`src/rtl/hh_k_step_sequencer.sv`:
```
// -----------------------------------------------------------------------------
// hh_k_step_sequencer
//
// Evaluates the Hodgkin-Huxley potassium current
//    I_K = G_K * n^4 * (V - E_K)
// with one shared 16x16 signed multiplier that is stepped through four
// passes (n*n, p*p, p*diff, p*G_K). All arithmetic is signed Q8.8.
// An evaluation is requested by a start pulse or by an internal dt tick
// that fires once every STEP_DIV enabled clock cycles.
//
// Ports:
//    clk      clock
//    rst      synchronous reset, active-low
//    start    single-cycle request for one evaluation
//    auto_en  enables (and, when low, freezes) the internal dt tick counter
//    V        membrane potential, signed Q8.8
//    n        K gating variable, signed Q8.8
//    I_K      potassium current, signed Q8.8, registered, held between runs
//    busy     evaluation in progress
//    done     one-cycle pulse in the cycle I_K shows a new value
//    overrun  sticky: a request was lost (busy with one already pending)
//
// Build option:
//    HH_KSEQ_SAT_EN  defined   -> every multiply result saturates to 16 bits
//                    undefined -> multiply result wraps (product bits [23:8])
//    The V - E_K difference always saturates regardless of this macro.
// -----------------------------------------------------------------------------
module hh_k_step_sequencer #(
   parameter logic signed [15:0] G_K      = 16'sd9216,
   parameter logic signed [15:0] E_K      = -16'sd3072,
   parameter int unsigned        STEP_DIV = 64
) (
   input  logic               clk,
   input  logic               rst,
   input  logic               start,
   input  logic               auto_en,
   input  logic signed [15:0] V,
   input  logic signed [15:0] n,
   output logic signed [15:0] I_K,
   output logic               busy,
   output logic               done,
   output logic               overrun
);

   localparam int unsigned CW = (STEP_DIV > 1) ? $clog2(STEP_DIV) : 1;

   typedef enum logic [2:0] {
      IDLE,
      SQ1,
      SQ2,
      DV,
      GK
   } state_t;

   state_t state;
   state_t state_nxt;

   logic [CW-1:0]      cnt;
   logic               tick;
   logic               req;
   logic               pending;
   logic               accept;

   logic signed [15:0] n_q;
   logic signed [15:0] diff_q;
   logic signed [15:0] p_q;
   logic signed [16:0] diff_w;
   logic signed [15:0] diff_sat;

   logic signed [15:0] mul_a;
   logic signed [15:0] mul_b;
   logic signed [31:0] prod;
   logic signed [23:0] prod_sh;
   logic signed [15:0] mul_r;
   logic               unused_prod_bits;

   // ---------------------------------------------------------------------------
   // dt tick divider: counts only while auto_en is high, holds otherwise
   // ---------------------------------------------------------------------------
   assign tick = auto_en && (cnt == CW'(STEP_DIV - 1));
   assign req  = start || tick;

   always_ff @(posedge clk) begin
      if (!rst) begin
         cnt <= '0;
      end else if (auto_en) begin
         cnt <= tick ? '0 : cnt + 1'b1;
      end
   end

   // ---------------------------------------------------------------------------
   // FSM: state register / next state / outputs
   // ---------------------------------------------------------------------------
   always_ff @(posedge clk) begin
      if (!rst) begin
         state <= IDLE;
      end else begin
         state <= state_nxt;
      end
   end

   assign accept = (state == IDLE) && (req || pending);

   always_comb begin
      state_nxt = state;
      case (state)
         IDLE:    if (accept) state_nxt = SQ1;
         SQ1:     state_nxt = SQ2;
         SQ2:     state_nxt = DV;
         DV:      state_nxt = GK;
         GK:      state_nxt = IDLE;
         default: state_nxt = IDLE;
      endcase
   end

   always_comb begin
      busy = (state != IDLE);
   end

   // ---------------------------------------------------------------------------
   // V - E_K in 17 bits, clamped to 16: overflow shows as bit16 != bit15
   // ---------------------------------------------------------------------------
   assign diff_w = {V[15], V} - {E_K[15], E_K};

   always_comb begin
      if (diff_w[16] != diff_w[15]) begin
         diff_sat = diff_w[16] ? 16'sh8000 : 16'sh7FFF;
      end else begin
         diff_sat = diff_w[15:0];
      end
   end

   // ---------------------------------------------------------------------------
   // Shared multiplier: operands selected by the current pass
   // ---------------------------------------------------------------------------
   always_comb begin
      mul_a = p_q;
      mul_b = G_K;
      case (state)
         SQ1: begin
            mul_a = n_q;
            mul_b = n_q;
         end
         SQ2:     mul_b = p_q;
         DV:      mul_b = diff_q;
         default: ;
      endcase
   end

   assign prod    = mul_a * mul_b;
   // |prod| <= 2^30, so bits [31:8] are the exact arithmetic shift by 8
   assign prod_sh = prod[31:8];

`ifdef HH_KSEQ_SAT_EN
   assign unused_prod_bits = ^prod[7:0];

   always_comb begin
      if (prod_sh[23:15] != {9{prod_sh[23]}}) begin
         mul_r = prod_sh[23] ? 16'sh8000 : 16'sh7FFF;
      end else begin
         mul_r = prod_sh[15:0];
      end
   end
`else
   assign unused_prod_bits = ^{prod[7:0], prod_sh[23:16]};

   always_comb begin
      mul_r = prod_sh[15:0];
   end
`endif

   // ---------------------------------------------------------------------------
   // Datapath registers, result and status
   // ---------------------------------------------------------------------------
   always_ff @(posedge clk) begin
      if (!rst) begin
         n_q     <= '0;
         diff_q  <= '0;
         p_q     <= '0;
         I_K     <= '0;
         done    <= 1'b0;
         pending <= 1'b0;
         overrun <= 1'b0;
      end else begin
         done <= 1'b0;
         case (state)
            IDLE: begin
               if (accept) begin
                  n_q     <= n;
                  diff_q  <= diff_sat;
                  pending <= 1'b0;
               end
            end
            SQ1, SQ2, DV: p_q <= mul_r;
            GK: begin
               I_K  <= mul_r;
               done <= 1'b1;
            end
            default: ;
         endcase
         // one-deep request buffer while busy; a second request is lost
         if (busy && req) begin
            if (pending) begin
               overrun <= 1'b1;
            end else begin
               pending <= 1'b1;
            end
         end
      end
   end

endmodule

```
`config.mk`:
```
export PLATFORM = sky130hd
export DESIGN_NAME = hh_k_step_sequencer
export DESIGN_NICKNAME = d
export VERILOG_FILES = /design/src/rtl/hh_k_step_sequencer.sv
export SDC_FILE = /design/constraint.sdc
export NUM_CORES = 1
export LEC_CHECK = 0
export ABC_AREA = 1
export CORE_MARGIN = 2
export CORE_UTILIZATION = 56
export DETAILED_ROUTE_END_ITERATION = 6
export PLACE_DENSITY = 0.74
export SYNTH_ARGS = -nofsm -noshare
export SYNTH_HDL_FRONTEND = slang
export SYNTH_SLANG_ARGS = --single-unit
```
`constraint.sdc`:
```
create_clock -name clk -period 19 [get_ports clk]
set_input_delay 3.8 -clock clk [delete_from_list [all_inputs] [get_ports clk]]
set_output_delay 3.8 -clock clk [all_outputs]
set_load 0.02 [all_outputs]
```
Figure 1. Pin map.
Pins as bars across the die edge, other pins in gray.
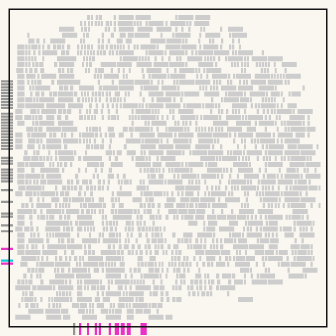
| color | port | pins | direction | edge |
|---|---|---|---|---|
| cyan | auto_en | 1 | input | west |
| magenta | I_K | 16 | output | 14 south, 2 west |
all pins by edge: 40 west, 15 south

Figure 2. Clock wiring as the flow saved it.
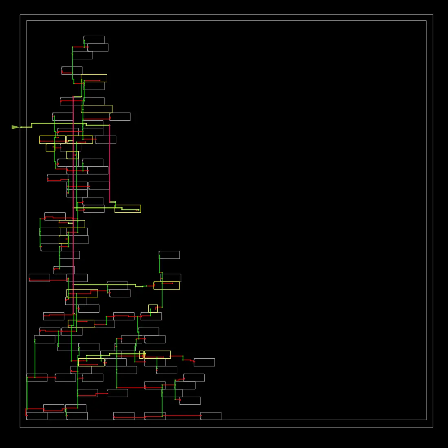
clock network power: 0.186 mW
number of buffers added by the clock tree synthesis step: 9

==> summary.txt <==
Implementation results. Number of DRC markers in iteration 0 landed at roughly 700. The registers of the reported paths see a clock transition of approximately 60 ps. Total track usage landed at a little under a third. Combinational group power landed at a little over 0.6 mW. Yosys instantiated no cell more often than inv_1. Placeable core region landed at ~20000 sq um. The routed design could run at a clock period as short as ~7700 ps.

The worst setup path is captured at a register. The logs give a warning total of 26. Yosys reports that the most numerous cell types are inv_1, nand2_1, nor2_1. The via count of the first global-routing pass is between 10000 and 15000. Tally of unique sky130hd cells used after synthesis landed at approximately 43. From synthesis to final layout, the design area changed by 10.1%. Setup slack on the worst path after placement came out at between 10000 and 15000 ps. The largest single stage delay on the critical path is 730 ps.

Buffers inserted to repair hold after CTS numbered 0. The flow ran to the end, and the final reports show no timing, DRC or antenna violations. On the critical path the largest part of the delay comes from adder cells. Mapped cell area landed at about 11000 sq um. After the last flow step, the layout net total stands at ~1900.

Setup repair after global routing left no endpoint under its margin. In the final report, the number of endpoints failing setup comes to 0. The number of setup buffers added after CTS is 0.

For this run, the number of Yosys warnings is 0. Net switching power figure landed at 0.494 mW. Post-synth tally of flip-flops with integrated enable landed at 0. Data arrival time at the worst-slack endpoint landed at 7910 ps.

Pin count of the biggest net entering global routing landed at approximately 47. Max capacitance violation total landed at 0. Global-route wire length before repair landed at ~52 mm.

In the layout the commonest cells are inv_1, nand2_1, nor2_1. The cell type that accounts for the most area after synthesis is fa_1. Tally of nets with antenna violations remaining after routing landed at 0.

The number of cells reported by Yosys stat comes to 1546. The multi-input combinational cells in the finished layout cover a total of roughly 8200 sq um. Logic gate share of total power landed at roughly 60%. STA classifies the critical path startpoint as a register. The synthesized instance count is between 1500 and 2000. Ranked by total cell area, the synthesized netlist is headed by fa_1, dfxtp_1, inv_1. The final timing summary puts the cycle share of the worst path at 40.4%. Per the layout report, the design carries between 1500 and 2000 filler cells. The worst setup path is of the register to register kind. Cells with a size suffix above 1 make up between 3 and 4% of the layout. Total internal power landed at 0.493 mW. The data required time reported for the critical path is 19240 ps. The worst hold path begins at overrun. The clock reaches the later pin of the worst-skew pair after 340 ps. Highest clock rate landed at about 130 MHz. For the worst reg-to-reg path, the endpoint reported by OpenROAD is p_q[15]. The path with the worst hold slack has its endpoint at overrun.

The largest individual stage delay along the critical path comes from the cell a221oi_1. Full die area landed at 21400 sq um. Hold-check failures listed in the final report amount to 0. The top cell type in the final layout, fill and taps aside, is inv_1. Number of H-tree levels landed at 3. Synthesized net count landed at between 1500 and 2000. The most numerous cell type found on the critical path is inv_1.

Slew at the pin with the worst max-slew slack landed at roughly 1000 ps. Number of diodes landed at 0. For this run, the leading register cell type out of synthesis is dfxtp_1.

Setup skew after layout landed at approximately 14 ps. For this configuration, the core starts out at a cell density of a little under three fifths. Number of pins exceeding their max-slew limit in the final report landed at 0.

TritonCTS built the clock tree. With fillers left out, the area of the finished cells amounts to roughly 12000 sq um. Initial antenna violation count landed at 0.
Figure 3. Sequential cells colored by netlist name.
Other sequential cells in the stronger gray, the rest of the logic in the fainter gray.
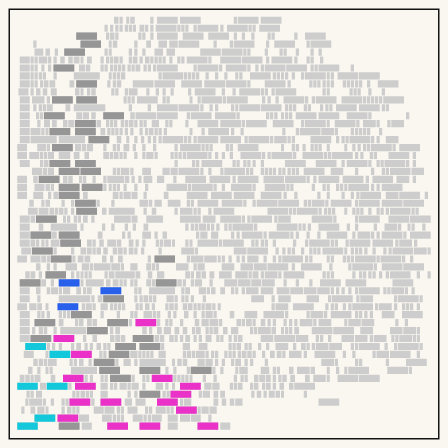
| color | name in the netlist | placed flops |
|---|---|---|
| blue | state | 3 |
| magenta | I_K | 16 |
| cyan | cnt | 6 |
not colored: 51
Final Core Density: 62.3%
Register Area: 1520 sq um
Power Sequential: 0.196 mW

Figure 4. Metal layers overlaid.
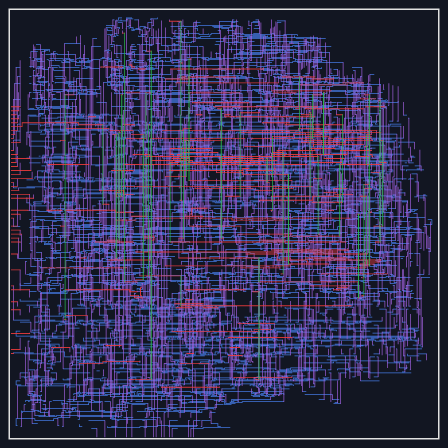
| color | layer | wire length |
|---|---|---|
| purple | metal 2 | 15100 microns |
| green | metal 4 | 1350 microns |
| red | metal 3 | 2600 microns |
| blue | metal 1 | 12600 microns |

[cells by family (layout without fill, tap and decap cells)]
| kind of cell | Yosys count | after routing | share of synthesized area (%) |
|---|---|---|---|
| AOI/OAI and AO/OA | 159 | 159 | 8.34 |
| and+or+nand+nor | 606 | 606 | 21.8 |
| xor gates and xnor gates | 12 | 12 | 0.927 |
| adders and majority gates | 258 | 258 | 40.8 |
| buffers and inverters | 435 | 481 | 14.7 |
| DFF | 76 | 76 | 13.4 |
[metrics by stage]
stage	std cells	util (%)	total power, mW
detailed placement	1846	60.7	0.790
CTS	1862	62.3	0.981
finish	1862	62.3	0.987
floorplan	1546	-	0.593
global placement	1846	60.7	0.782
global route	1862	62.3	1.06
[flip-flops by register name, summed over array words and instances (netlist names)]
signal / flops
I_K: 16
diff_q: 16
n_q: 16
p_q: 16
cnt: 6
state: 3
done: 1
overrun: 1
pending: 1
[worst max path at each step]
stage / from / to / slack, ps / cells past startpoint
2_1_floorplan: state[2] / p_q[15] / 12700 / 31
3_3_place_gp: state[1] / p_q[15] / 11620 / 29
3_5_place_dp: state[1] / p_q[15] / 11470 / 29
4_1_cts: state[1] / p_q[15] / 11430 / 29
5_1_grt: state[1] / p_q[12] / 10810 / 26
6_report: state[1] / p_q[15] / 11330 / 29
[layer usage]
layer  GRT usage, %  share of wire, %  up-vias
met2           51.7                48      410
met5              0                 0        -
met1           39.2                40     4768
met3           6.19               8.2       96
li1               -                 -     4677
met4           12.4               4.3        0
[layout make-up]
cell class / instances / share of cell area (%)
clock buffers: 10 / 1.83
flip-flops and latches: 76 / 12.2
repair buffers: 68 / 5.17
inverters: 397 / 12.0
multi-input cells: 1035 / 65.3
clock inverters: 6 / 0.782
well taps: 270 / 2.71
No activity file was given, so power comes from the tool's default toggle rates.
